--- config.mk ---
export PLATFORM = sky130hd
export DESIGN_NAME = hls_rate_adapter
export DESIGN_NICKNAME = d
export VERILOG_FILES = /design/src/rtl/hls_rate_adapter.sv
export SDC_FILE = /design/constraint.sdc
export NUM_CORES = 1
export LEC_CHECK = 0
export CORE_ASPECT_RATIO = 0.6
export CORE_MARGIN = 4
export CORE_UTILIZATION = 42
export DETAILED_ROUTE_END_ITERATION = 7
export PLACE_DENSITY = 0.8
export SLEW_MARGIN = 20
export SYNTH_ARGS = -nofsm -noshare
export SYNTH_HDL_FRONTEND = slang
export SYNTH_SLANG_ARGS = --single-unit
--- constraint.sdc ---
create_clock -name clk_1 -period 4.2 [get_ports clk_1]
set_clock_uncertainty 0.2 [all_clocks]
set_input_delay 0.42 -clock clk_1 [delete_from_list [all_inputs] [get_ports clk_1]]
set_output_delay 0.42 -clock clk_1 [all_outputs]
set_load 0.02 [all_outputs]
--- src/rtl/hls_rate_adapter.sv ---
// hls_rate_adapter: clock-enable rate adapter between clk_1 control logic and a 1/DIV-rate HLS core
module hls_rate_adapter #(
  parameter int DIV     = 2,
  parameter int W       = 21,
  parameter int NCH     = 3,
  parameter int TIMEOUT = 1024,
  parameter int CW      = 8
) (
  input  logic             clk_1,
  input  logic             ap_rst,
  input  logic             ap_start,
  input  logic             in_vld,
  input  logic [NCH*W-1:0] in_data,
  output logic             ap_done,
  output logic             ap_idle,
  output logic             ap_ready,
  output logic [W-1:0]     out_data,
  output logic             out_vld,
  output logic             timeout,
  output logic [CW-1:0]    drop_cnt,
  output logic             core_ce,
  output logic             core_start,
  output logic             core_in_vld,
  output logic [NCH*W-1:0] core_in_data,
  input  logic             core_done,
  input  logic             core_ready,
  input  logic             core_out_vld,
  input  logic [W-1:0]     core_out
);
  localparam int DW = DIV > 1 ? $clog2(DIV) : 1;
  localparam int SW = $clog2(TIMEOUT + 1);
  typedef enum logic [1:0] {IDLE, ARM, RUN, DONE} state_t;
  state_t        r_state;
  logic [DW-1:0] r_div_q;
  logic [SW-1:0] r_slot;
  logic          r_start_q, r_vld_q, r_cap_vld, r_ap_ready, r_timeout;
  logic          w_req;
  logic [SW-1:0] w_slot_nx;
  assign w_req       = ap_start & ~r_start_q;
  assign w_slot_nx   = r_slot + SW'(1);
  assign core_ce     = r_div_q == DW'(DIV - 1);
  assign ap_idle     = r_state == IDLE;
  assign ap_done     = r_state == DONE;
  assign out_vld     = ap_done & r_cap_vld;
  assign core_start  = r_state == ARM;
  assign core_in_vld = core_start & r_vld_q;
  assign ap_ready    = r_ap_ready;
  assign timeout     = r_timeout;
  // free-running divider; the core only advances on its last count
  always_ff @(posedge clk_1 or posedge ap_rst)
    if (ap_rst) r_div_q <= '0;
    else r_div_q <= core_ce ? '0 : r_div_q + DW'(1);
  // previous ap_start level for rising-edge detection
  always_ff @(posedge clk_1 or posedge ap_rst)
    if (ap_rst) r_start_q <= 1'b0;
    else r_start_q <= ap_start;
  // request sequencing: latch, hand to core on a ce slot, wait for result or give up
  always_ff @(posedge clk_1 or posedge ap_rst)
    if (ap_rst) begin
      r_state      <= IDLE;
      r_slot       <= '0;
      r_vld_q      <= 1'b0;
      r_cap_vld    <= 1'b0;
      r_ap_ready   <= 1'b0;
      r_timeout    <= 1'b0;
      core_in_data <= '0;
      out_data     <= '0;
    end else begin
      r_ap_ready <= 1'b0;
      r_timeout  <= 1'b0;
      case (r_state)
        IDLE: if (w_req) begin
          core_in_data <= in_data;
          r_vld_q      <= in_vld;
          r_ap_ready   <= 1'b1;
          r_state      <= ARM;
        end
        ARM: if (core_ce && core_ready) begin
          r_slot  <= '0;
          r_state <= RUN;
        end
        RUN: if (core_ce) begin
          r_slot <= w_slot_nx;
          if (core_done) begin
            if (core_out_vld) out_data <= core_out;
            r_cap_vld <= core_out_vld;
            r_state   <= DONE;
          end else if (w_slot_nx == SW'(TIMEOUT)) begin
            r_timeout <= 1'b1;
            r_state   <= IDLE;
          end
        end
        DONE: r_state <= IDLE;
        default: r_state <= IDLE;
      endcase
    end
  // requests arriving while busy are counted, never lost silently
  always_ff @(posedge clk_1 or posedge ap_rst)
    if (ap_rst) drop_cnt <= '0;
    else if (w_req && r_state != IDLE && drop_cnt != '1) drop_cnt <= drop_cnt + CW'(1);
endmodule

Figure 1. Routed clock nets over the placement.
Drawn at 6 px/um.
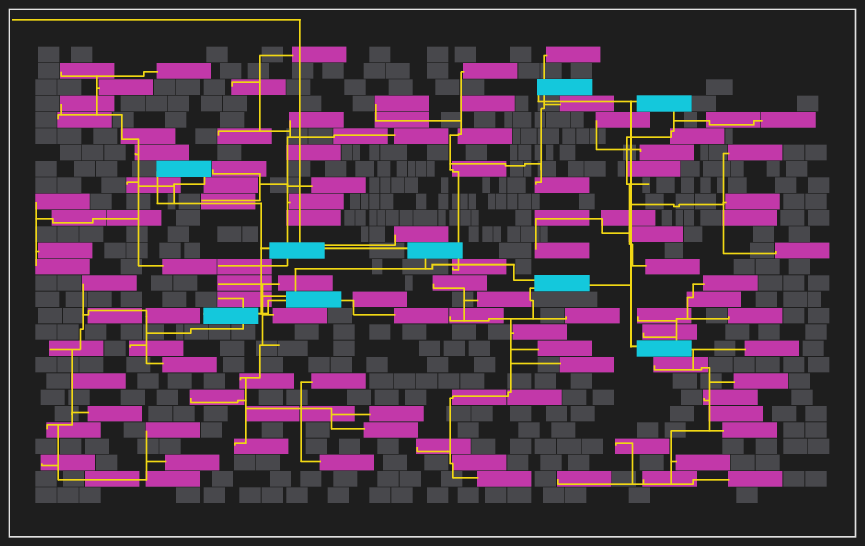
[clock drivers] cyan | count: 9
[clock wires] yellow | length: 1290 um
[flip-flops] magenta | count: 111
flops lie	all over the die

Figure 2. Cells coloured by class.
Drawn at 3 px/um. Fill, decap, tap and diode cells in grey.
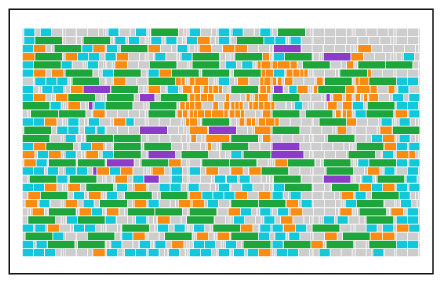
class	colour	cells	share of their area
combinational and other logic	orange	188	24%
clock drivers and dummy loads	purple	16	4.6%
other buffers and delay cells	cyan	194	29%
flops	green	111	42%

Figure 3. Local utilization.
Drawn at 2 px/um. 14 x 9 tiles, from black (low) to pale yellow (high), 0 to 100% covered.
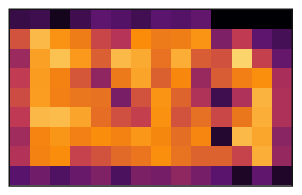
nearly empty tiles	3.2%
fullest tile	91%
mean over tiles	54%
tiles over 75% full	24%

Figure 4. The clock network.
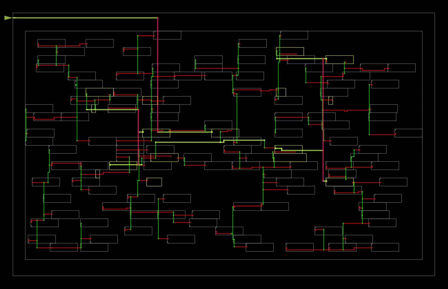
registers: 111
clock sink total: 111

==> impl_metrics.ini <==
; generated from flow reports
[synth]
syn_nets = 405
synth-adder-area-share_pct = 0.563
ys_seq_share_pct = 62.5
logic_family = multiplexers
syn_avg_cell_area_um2 = 14.2
yosysTopAreaCell = dfrtp_1
yosysMostFrequentCell = dfrtp_1
synthDistinctLibCells = 37
ys_cells = 312
mux_area_share_pct = 21.8
yosys-top-cells-area = dfrtp_1 63%, mux2_2 17%, mux2_1 4.8%
yosys_warnings = 0
edf_count = 0

[drt]
drtAntennaViolNets = 0
met1_length_mm = 4.54
vias = 3184
drtPass1Iterations = 4
via_per_inst = 4.94
drc_errors = 0
highest_layer = met4
dr_wl_met3_mm = 1.27
drt_iter0_markers = 111

[pwr]
pwr-share-seq_pct = 35.9
p_sw_share_pct = 35.1
finalPower_mw = 5.08
p_leak_nw = 2.87
power_density_nw_per_um2 = 749
clkPwrFrac_pct = 17.0

[worst_hold_path]
hold_class = reg2reg

[global_route]
grt_overflow = 0
first_global_vias = 3548

[clock_tree]
cts_hold_buf = 0
cts_tree = yes
cts_buffers = 9
clock_path_buffers = 2
postCtsSetupBuffers = 0
root_buffer = clkbuf_16

[critical_path]
critPathSlowestCell = clkdlybuf4s50_1
critPathArrivalTime_ns = 1.90
worstPathMaxFanout = 6
path_buffers = 1
endpoint_kind = primary output
cp-startpoint = r_state[0]$_DFFE_PP0P_
worstPathRequired_ns = 3.58
crit_cells = 3
r2r_cells = 4
worstReg2RegEnd = out_data[9]$_DFFE_PP0P_
r2r_slack_ns = 1.72

[final_layout]
mostFrequentLayoutCell = clkdlybuf4s50_1
n_antenna_cell = 0
num-nonclk-buffers = 194
comb_share_pct = 23.4
nets = 597
finish.utilization_pct = 67.2
clkbuf_count = 14
clock_area_share_pct = 4.47
sh_seq_area_pct = 41.0
drive_gt1_share_pct = 18.1

[die]
fp.dieW_um = 141
well_tap_count = 135
core_um2 = 10100
rows = 28
chip_area_um2 = 12300
ios = 191
initial_utilization_pct = 44.0

[timing]
holdWs_ns = 0.278
rsz0062_at_grt = no
relSlewSlack_pct = 41.7
finalHoldViolations = 0
final.setup.worst_slack_ns = 1.68
fin_tns_setup_ns = 0
fmax_mhz = 397
setup_viol = 0
worst_slew_pin_slew_ns = 0.875
fin_crit_ns = 2.52
fin_crit_sh_pct = 59.9

[run]
max_cap_viol_count = 0

[place]
dpl.cell_count = 628
place_area_um2 = 6470
pre_cts_slack_ns = 1.73

[run_status]
status = completed
==> worst min-delay path by stage <==
stage,from,end,slack (ns),cells past startpoint
after floorplan,r_cap_vld$_DFFE_PP0P_,r_cap_vld$_DFFE_PP0P_,0.24,2
after global placement,r_cap_vld$_DFFE_PP0P_,r_cap_vld$_DFFE_PP0P_,0.26,2
after detailed placement,r_cap_vld$_DFFE_PP0P_,r_cap_vld$_DFFE_PP0P_,0.26,2
after CTS,r_cap_vld$_DFFE_PP0P_,r_cap_vld$_DFFE_PP0P_,0.28,2
after global routing,drop_cnt[7]$_DFFE_PP0P_,drop_cnt[7]$_DFFE_PP0P_,0.32,1
final,r_cap_vld$_DFFE_PP0P_,r_cap_vld$_DFFE_PP0P_,0.28,2
==> power groups by stage <==
| stage | Sequential (mW) | Clock [mW] | Combinational (mW) |
|---|---|---|---|
| after floorplan | 2.34 | 0 | 0.705 |
| after global placement | 1.81 | 0 | 2.38 |
| after detailed placement | 1.84 | 0 | 2.43 |
| after CTS | 1.83 | 0.885 | 2.43 |
| after global routing | 1.89 | 0.929 | 2.55 |
| final | 1.82 | 0.861 | 2.39 |
==> worst reg2reg max path, delay by kind of cell (launching register included) <==
family	cells	cell delay, ns
and+or+nand+nor	3	1.20
muxes	1	0.53
DFF	1	0.42
==> layer usage <==
| metal | vias up | track usage (%) |
|---|---|---|
| met5 | - | 0 |
| met4 | 0 | 4.49 |
| met3 | 12 | 9.87 |
| met2 | 129 | 30.9 |
| met1 | 1561 | 22.4 |
| li1 | 1482 | - |
==> flip-flops by register name (all words and copies together) (netlist names) <==
signal	count
drop_cnt	8
r_cap_vld	1
r_state	2
timeout	1
out_data	21
core_in_data	63
r_slot	11
core_ce	1
r_vld_q	1
ap_ready	1
r_start_q	1
Power figures rest on the tool's default switching activity, not on a simulated workload.
